### src/rtl/mem_arb_pkg.sv
// rtl/mem_arb_pkg.sv - shared FSM state type, default widths and helpers for mem_arbiter
package mem_arb_pkg;

   localparam int ARB_ADDR_W = 8;
   localparam int ARB_DATA_W = 8;
   localparam logic [15:0] STALL_CT_MAX = 16'hFFFF;

   // Previous-cycle owner of the data memory port.
   typedef enum logic [1:0] {
      ST_IDLE = 2'd0,
      ST_CORE = 2'd1,
      ST_HOST = 2'd2,
      ST_LOCK = 2'd3
   } arb_state_t;

   function automatic logic [15:0] sat_inc16(input logic [15:0] value);
      return (value == STALL_CT_MAX) ? value : value + 16'd1;
   endfunction

endpackage

### src/rtl/arb_starve_ctr.sv
// rtl/arb_starve_ctr.sv - saturating count of consecutive denied host cycles
module arb_starve_ctr #(
   parameter int STARVE_MAX = 4
) (
   input  logic clk,
   input  logic rst,
   input  logic host_req,
   input  logic host_gnt,
   output logic starved
);

   localparam int CW = (STARVE_MAX < 1) ? 1 : $clog2(STARVE_MAX + 1);
   localparam logic [CW-1:0] CNT_MAX = CW'(STARVE_MAX);

   logic [CW-1:0] cnt;

   always_ff @(posedge clk) begin
      if (rst) begin
         cnt <= '0;
      end else if (host_req && !host_gnt) begin
         if (cnt != CNT_MAX) begin
            cnt <= cnt + CW'(1);
         end
      end else begin
         cnt <= '0;
      end
   end

   assign starved = (cnt == CNT_MAX);

endmodule

### src/rtl/mem_arbiter.sv
// rtl/mem_arbiter.sv - two-port (core/host) data memory arbiter; MEM_ARB_RR_EN selects round-robin
module mem_arbiter
   import mem_arb_pkg::*;
#(
   parameter int STARVE_MAX = 4,
   parameter int ADDR_W     = ARB_ADDR_W,
   parameter int DATA_W     = ARB_DATA_W
) (
   input  logic              CLK,
   input  logic              start,
   input  logic              core_req,
   input  logic              core_we,
   input  logic [ADDR_W-1:0] core_addr,
   input  logic [DATA_W-1:0] core_wdata,
   output logic              core_gnt,
   output logic              core_stall,
   output logic              core_rvalid,
   output logic [DATA_W-1:0] core_rdata,
   input  logic              host_req,
   input  logic              host_we,
   input  logic [ADDR_W-1:0] host_addr,
   input  logic [DATA_W-1:0] host_wdata,
   output logic              host_gnt,
   output logic              host_rvalid,
   output logic [DATA_W-1:0] host_rdata,
   input  logic              host_lock,
   output logic [ADDR_W-1:0] mem_addr,
   output logic [DATA_W-1:0] mem_wdata,
   output logic              mem_read,
   output logic              mem_write,
   input  logic [DATA_W-1:0] mem_rdata,
   output logic [15:0]       stall_ct
);

   arb_state_t        state_q;
   arb_state_t        state_d;
   logic              core_win;
   logic              host_win;
   logic              core_rv_q;
   logic              host_rv_q;
   logic [DATA_W-1:0] core_rd_q;
   logic [DATA_W-1:0] host_rd_q;
   logic [15:0]       stall_q;

`ifndef MEM_ARB_RR_EN
   logic starved;

   arb_starve_ctr #(
      .STARVE_MAX (STARVE_MAX)
   ) u_starve (
      .clk      (CLK),
      .rst      (start),
      .host_req (host_req),
      .host_gnt (host_win),
      .starved  (starved)
   );
`endif

   always_ff @(posedge CLK) begin
      if (start) begin
         state_q <= ST_IDLE;
      end else begin
         state_q <= state_d;
      end
   end

   always_comb begin
      core_win = 1'b0;
      host_win = 1'b0;
      state_d  = ST_IDLE;
      if (!start) begin
         if (state_q == ST_LOCK && host_req && host_lock) begin
            host_win = 1'b1;
         end else if (core_req && host_req) begin
`ifdef MEM_ARB_RR_EN
            // Favour whichever port did not own the memory last cycle.
            host_win = (state_q == ST_CORE);
`else
            host_win = starved;
`endif
            core_win = ~host_win;
         end else begin
            core_win = core_req;
            host_win = host_req;
         end
      end
      if (core_win) begin
         state_d = ST_CORE;
      end else if (host_win) begin
         state_d = host_lock ? ST_LOCK : ST_HOST;
      end
   end

   always_comb begin
      mem_addr  = '0;
      mem_wdata = '0;
      mem_read  = 1'b0;
      mem_write = 1'b0;
      if (core_win) begin
         mem_addr  = core_addr;
         mem_wdata = core_wdata;
         mem_read  = ~core_we;
         mem_write = core_we;
      end else if (host_win) begin
         mem_addr  = host_addr;
         mem_wdata = host_wdata;
         mem_read  = ~host_we;
         mem_write = host_we;
      end
   end

   // Read data is captured at the grant edge; rdata holds until the port's next read.
   always_ff @(posedge CLK) begin
      if (start) begin
         core_rv_q <= 1'b0;
         host_rv_q <= 1'b0;
         core_rd_q <= '0;
         host_rd_q <= '0;
         stall_q   <= '0;
      end else begin
         core_rv_q <= core_win & ~core_we;
         host_rv_q <= host_win & ~host_we;
         if (core_win && !core_we) begin
            core_rd_q <= mem_rdata;
         end
         if (host_win && !host_we) begin
            host_rd_q <= mem_rdata;
         end
         if (core_stall) begin
            stall_q <= sat_inc16(stall_q);
         end
      end
   end

   assign core_gnt    = core_win;
   assign host_gnt    = host_win;
   assign core_stall  = core_req & ~core_win & ~start;
   assign core_rvalid = core_rv_q & ~start;
   assign host_rvalid = host_rv_q & ~start;
   assign core_rdata  = core_rd_q;
   assign host_rdata  = host_rd_q;
   assign stall_ct    = stall_q;

endmodule

### config.mk
export PLATFORM = sky130hd
export DESIGN_NAME = mem_arbiter
export DESIGN_NICKNAME = d
export VERILOG_FILES = /design/src/rtl/mem_arb_pkg.sv /design/src/rtl/arb_starve_ctr.sv /design/src/rtl/mem_arbiter.sv
export SDC_FILE = /design/constraint.sdc
export NUM_CORES = 1
export LEC_CHECK = 0
export CORE_UTILIZATION = 39
export CTS_CLUSTER_DIAMETER = 150
export CTS_CLUSTER_SIZE = 25
export DETAILED_ROUTE_END_ITERATION = 7
export GPL_TIMING_DRIVEN = 0
export HOLD_SLACK_MARGIN = 0.08
export PLACE_DENSITY = 0.89
export SYNTH_ARGS = -nofsm -noshare
export SYNTH_HDL_FRONTEND = slang
export SYNTH_SLANG_ARGS = --single-unit
### constraint.sdc
create_clock -name CLK -period 2.5 [get_ports CLK]
set_input_delay 0.5 -clock CLK [delete_from_list [all_inputs] [get_ports CLK]]
set_output_delay 0.5 -clock CLK [all_outputs]
set_load 0.05 [all_outputs]
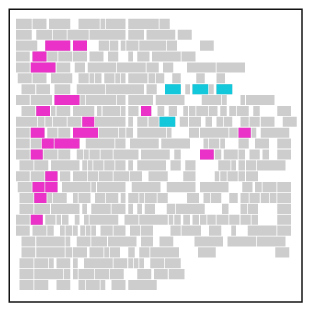
(gate families picked out)
Scale: 4 px per µm.
family	colour	cells
multiplexers	cyan	4
AND-OR and OR-AND gates	magenta	20
logic share of the area: 34.6%
most used logic cell in the final layout: sky130_fd_sc_hd__clkdlybuf4s50_1
count of non-filler cells in the finished layout: 417

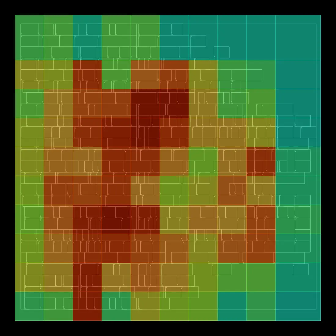
(track usage over the die)
GR met2 Demand/Resource: 46.6%
routed length per instance: 17.4 µm

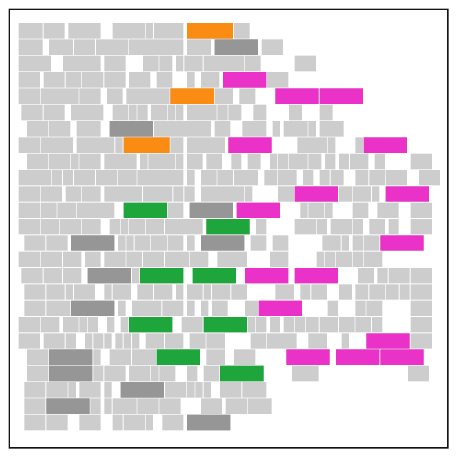
(where the registers sit)
Scale: 6 px per µm. Other sequential cells in the stronger grey, the rest of the logic in the fainter grey.
netlist name	colour	placed flops
core_rdata	green	8
stall_ct	magenta	16
u_starve.cnt	orange	3
not coloured	12
FF+latch area: 783 µm²
sequential group power: 646 µW
final core area utilization: 72.1%
flop share of the area: 22.7%

==> impl_results.html <==
<h2>Synthesis and place &amp; route</h2>
<table>
<tr><th>Metric</th><th>Value</th></tr>
<tr><th colspan="2">Finish</th></tr>
<tr><td>FFs &amp; Latches</td><td>39</td></tr>
<tr><td>Ratio of cells with drive above 1 in the final layout</td><td>23.1%</td></tr>
<tr><td>Number of ordinary inverters in the final layout</td><td>18</td></tr>
<tr><td>Final non-filler cell area</td><td>3450 µm²</td></tr>
<tr><td>Largest cell class</td><td>buffers</td></tr>
<tr><td>Filler cell count</td><td>321</td></tr>
<tr><td>Synth-to-Final Area Change</td><td>76.3%</td></tr>
<tr><td>MI comb area</td><td>~1200 µm²</td></tr>
<tr><td># diodes</td><td>0</td></tr>
<tr><td>Non-clk buf share</td><td>35.9%</td></tr>
<tr><td>Net count of the finished layout</td><td>401</td></tr>
<tr><td>Comb gates</td><td>160</td></tr>
<tr><td>Clock network share of area</td><td>2.10%</td></tr>
<tr><td>Number of clock buffer instances in the layout</td><td>6</td></tr>
<tr><td>Number of non-clock buffers in the layout</td><td>127</td></tr>
<tr><th colspan="2">Timing</th></tr>
<tr><td>Achievable frequency</td><td>403 MHz</td></tr>
<tr><td>Setup_tns</td><td>0 ps</td></tr>
<tr><td>Worst Tran Pin Value</td><td>542 ps</td></tr>
<tr><td>Setup ws final</td><td>16.2 ps</td></tr>
<tr><td>Portion of the clock cycle consumed by the worst path in the final layout</td><td>99.4%</td></tr>
<tr><td>Min Clock Period, post-route</td><td>2480 ps</td></tr>
<tr><td>Final hold slack</td><td>474 ps</td></tr>
<tr><td>Final Slew Violations</td><td>0</td></tr>
<tr><td>Worst Clk Skew</td><td>roughly 4.5 ps</td></tr>
<tr><th colspan="2">Floorplanning</th></tr>
<tr><td>Core region area</td><td>4790 µm²</td></tr>
<tr><td>Total die size</td><td>5300 µm²</td></tr>
<tr><td>Number of I/O pins</td><td>102</td></tr>
<tr><td>Die H</td><td>72.8 µm</td></tr>
<tr><td>Placement Rows</td><td>25</td></tr>
<tr><th colspan="2">Drt</th></tr>
<tr><td>Met1 routed wirelength after detailed routing</td><td>2630 µm</td></tr>
<tr><td>Iteration count of the initial detailed-routing pass</td><td>5</td></tr>
<tr><td>Met2 layer wire length in the routed design</td><td>3840 µm</td></tr>
<tr><td>Top layer reached by signal wires</td><td>met4</td></tr>
<tr><td>Number of vias per cell</td><td>5.73</td></tr>
<tr><td>Violation count after the first detailed-route iteration</td><td>141</td></tr>
<tr><td>Met3 routed wirelength</td><td>516 µm</td></tr>
<tr><td>Number of nets with antenna violations after detailed routing</td><td>0</td></tr>
<tr><th colspan="2">Global route</th></tr>
<tr><td>Largest net degree at the start of global routing</td><td>20</td></tr>
<tr><td>GRT Max-Usage Layer</td><td>met2</td></tr>
<tr><td>Wire length of the first global-routing pass</td><td>10800 µm</td></tr>
<tr><td>Vias in the first global route</td><td>2312</td></tr>
<tr><td>Antenna violations before repair</td><td>0</td></tr>
<tr><td>Leftover overflow at the end of global routing</td><td>0</td></tr>
<tr><td>Global-route track usage on met3</td><td>8.29%</td></tr>
<tr><td>Overall routing resource usage</td><td>between 20% and 30%</td></tr>
<tr><th colspan="2">Critical path</th></tr>
<tr><td>Top cell family by delay on the critical path</td><td>buffers and inverters</td></tr>
<tr><td>Worst setup SP type</td><td>input pin</td></tr>
<tr><td>Cell mode on critical path</td><td>sky130_fd_sc_hd__buf_6</td></tr>
<tr><td>Data arrival time of the critical path</td><td>slightly below 2000 ps</td></tr>
<tr><td>Critical Path Sink Type</td><td>output pin</td></tr>
<tr><td>Worst setup endpoint</td><td>mem_addr[0]</td></tr>
<tr><td>WP buf/inv</td><td>5</td></tr>
<tr><td>List of cells traversed by the critical path</td><td>clkdlybuf4s15_2 -&gt; inv_1 -&gt; or3_4 -&gt; inv_6 -&gt; buf_6 -&gt; a22o_2 -&gt; buf_6</td></tr>
<tr><td>Reg-to-reg endpoint</td><td>stall_ct[13]</td></tr>
<tr><td>Crit path depth</td><td>7</td></tr>
<tr><td>Worst Setup Path Type</td><td>input pin to output pin</td></tr>
<tr><td>Biggest cell delay along the critical path</td><td>around 460 ps</td></tr>
<tr><td>Start point of the critical path</td><td>core_req</td></tr>
<tr><td>RR Startpoint</td><td>u_starve.cnt[1]</td></tr>
<tr><td>Number of cell instances on the worst register-to-register path</td><td>9</td></tr>
<tr><td>Critical-path cell with the highest stage delay</td><td>sky130_fd_sc_hd__or3_4</td></tr>
<tr><td>Worst-case register-to-register setup slack</td><td>380 ps</td></tr>
<tr><td>Required time worst endpoint</td><td>~2000 ps</td></tr>
<tr><th colspan="2">Synth</th></tr>
<tr><td>XORs/XNORs by Area</td><td>0.448%</td></tr>
<tr><td>Number of flip-flops and latches in the synthesized netlist</td><td>39</td></tr>
<tr><td>Most instantiated cells after synthesis</td><td>39 x sky130_fd_sc_hd__dfxtp_1, 26 x sky130_fd_sc_hd__nand2_1, 17 x sky130_fd_sc_hd__a22o_1, 15 x sky130_fd_sc_hd__inv_1</td></tr>
<tr><td>Share of synthesized cell area in and, or, nand and nor gates</td><td>22.6%</td></tr>
<tr><td>Largest cells by area after synthesis</td><td>sky130_fd_sc_hd__dfxtp_1 40%, sky130_fd_sc_hd__a22o_1 7.6%, sky130_fd_sc_hd__nand2_1 5.0%</td></tr>
<tr><td>Adder and majority cell fraction of the synthesized area</td><td>between 1.5 and 2%</td></tr>
<tr><td>Share of synthesized cell area in and-or and or-and compound cells</td><td>26.5%</td></tr>
<tr><td>Yosys warnings</td><td>0</td></tr>
<tr><td>Share of the synthesized area in the top cell type</td><td>39.9%</td></tr>
<tr><td>Net count after synthesis</td><td>around 280</td></tr>
<tr><td>Seq/Total Area, Yosys</td><td>about two fifths</td></tr>
<tr><td>Chip area from the yosys synthesis statistics</td><td>1960 µm²</td></tr>
<tr><td>Per-instance average area after synthesis</td><td>8.51 µm²</td></tr>
<tr><td>Cell count after synthesis</td><td>230</td></tr>
<tr><td>Number of enable flip-flop cells</td><td>0</td></tr>
<tr><td>Count of instantiated cells in the yosys netlist</td><td>approximately 230</td></tr>
<tr><td>Mux cell area share</td><td>between 2 and 2.5%</td></tr>
<tr><td>Cell area after synthesis</td><td>1960 µm²</td></tr>
<tr><td>Cell with the most instances after synthesis</td><td>sky130_fd_sc_hd__dfxtp_1</td></tr>
<tr><td>Fraction of synthesis flops using an asynchronous set or reset pin</td><td>0%</td></tr>
<tr><td>Synth logic family</td><td>AND-OR/OR-AND gates</td></tr>
<tr><td>Commonest register cell after synthesis</td><td>sky130_fd_sc_hd__dfxtp_1</td></tr>
<tr><td>Biggest area consumer among synthesized cells</td><td>sky130_fd_sc_hd__dfxtp_1</td></tr>
<tr><th colspan="2">Run status</th></tr>
<tr><td>Status</td><td>finished, final reports clean</td></tr>
<tr><th colspan="2">Clocking</th></tr>
<tr><td>TritonCTS clock tree</td><td>built</td></tr>
<tr><td>Maximum clock path buffer count</td><td>2</td></tr>
<tr><td>Max H-tree Level</td><td>2</td></tr>
<tr><td>Post-CTS Hold Fix Bufs</td><td>0</td></tr>
<tr><td>Buffer type at the clock tree root</td><td>sky130_fd_sc_hd__clkbuf_8</td></tr>
<tr><td>Setup repair bufs after CTS</td><td>7</td></tr>
<tr><td>Resized Gates After CTS</td><td>172</td></tr>
<tr><td>CTS sink count</td><td>39</td></tr>
<tr><td>Number of buffers created by CTS</td><td>5</td></tr>
<tr><td>Clock-pin slew on the worst setup and hold paths</td><td>approximately 70 ps</td></tr>
<tr><td>Source-to-sink clock delay at the later pin of the worst-skew pair</td><td>290 ps</td></tr>
<tr><th colspan="2">Placed design</th></tr>
<tr><td>Number of buffers inserted by port buffering</td><td>around 100</td></tr>
<tr><td>Count of placed standard cells including taps</td><td>397</td></tr>
<tr><td>Final GP Congestion</td><td>slightly above 0.8</td></tr>
<tr><td>Post-DP HPWL</td><td>4520 µm</td></tr>
<tr><td>Worst Setup Slack post-DPL</td><td>-1230 ps</td></tr>
<tr><th colspan="2">Power</th></tr>
<tr><td>Overall power of the completed layout</td><td>around 1400 µW</td></tr>
<tr><td>Worst ir drop on vdd</td><td>0.000306 V</td></tr>
<tr><td>LEAKAGE</td><td>0.00132 µW</td></tr>
<tr><th colspan="2">Flow run</th></tr>
<tr><td>Total number of warnings across the stage logs</td><td>29</td></tr>
<tr><td>Max-cap viol count</td><td>0</td></tr>
<tr><th colspan="2">Hold path</th></tr>
<tr><td>Depth of the worst hold-timing path</td><td>2</td></tr>
<tr><td>Hold Path Sink</td><td>host_rdata[1]</td></tr>
</table>
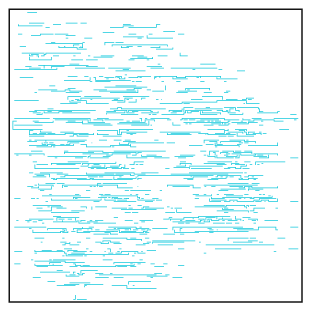
(met1 routing)
Scale: 4 px per µm.
share of all routed wire	36%
wire length on this layer	2630 µm
longest straight run	18.9 µm
met1 layer usage reported by global route: 28.9%
DR vias: 2390
total routed wirelength: 7250 µm

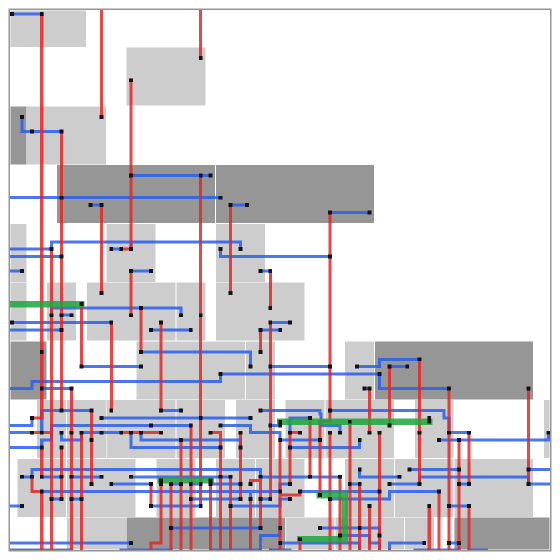
(layout detail)
Region (42, 42) to (67, 67) µm. Cells in grey, sequential cells in the stronger grey; small squares are vias.
layer	colour
metal 3	green
metal 2	red
metal 1	blue
sequential cells in the window	5
cells with their middle in the window	37
netlist names of flops here include	stall_ct (5)
most frequent	dfxtp_1 (5)

[where the power goes]
part	internal, µW	switching [µW]
combinational	168	213
sequential	636	9.60
clock	186	216
[state kept, by name, summed over array words and instances (netlist names)]
name          cells
host_rdata        8
core_rdata        8
stall_ct         16
u_starve.cnt      3
core_rv_q         1
state_q           2
host_rv_q         1
[cells in the final DEF (no fill, tap or decap), types with 4 or more instances in the layout]
cell type                         count
sky130_fd_sc_hd__o311ai_0            10
sky130_fd_sc_hd__buf_8                8
sky130_fd_sc_hd__a21oi_1              8
sky130_fd_sc_hd__mux2_2               4
sky130_fd_sc_hd__nor4_1               4
sky130_fd_sc_hd__o21ai_0             10
sky130_fd_sc_hd__clkbuf_8             6
sky130_fd_sc_hd__nand2_1             25
sky130_fd_sc_hd__nand3_1             10
sky130_fd_sc_hd__or4_1                8
sky130_fd_sc_hd__a22o_1               8
sky130_fd_sc_hd__dfxtp_1             37
sky130_fd_sc_hd__dlygate4sd2_1        4
sky130_fd_sc_hd__clkdlybuf4s50_1     73
sky130_fd_sc_hd__buf_2                5
sky130_fd_sc_hd__inv_1               13
sky130_fd_sc_hd__o31ai_1             12
sky130_fd_sc_hd__buf_4               19
sky130_fd_sc_hd__nor2_1               8
sky130_fd_sc_hd__nor3_1               4
sky130_fd_sc_hd__a22o_2               4
sky130_fd_sc_hd__a22o_4               5
sky130_fd_sc_hd__buf_6                7
sky130_fd_sc_hd__nor2b_1              6
[worst min-delay path, stage by stage, from the launching register on]
cell and delay (ps):
sky130_fd_sc_hd__dfxtp_1 320, sky130_fd_sc_hd__nand2_1 50, sky130_fd_sc_hd__o21ai_0 60
Power and IR drop assume default switching activity.
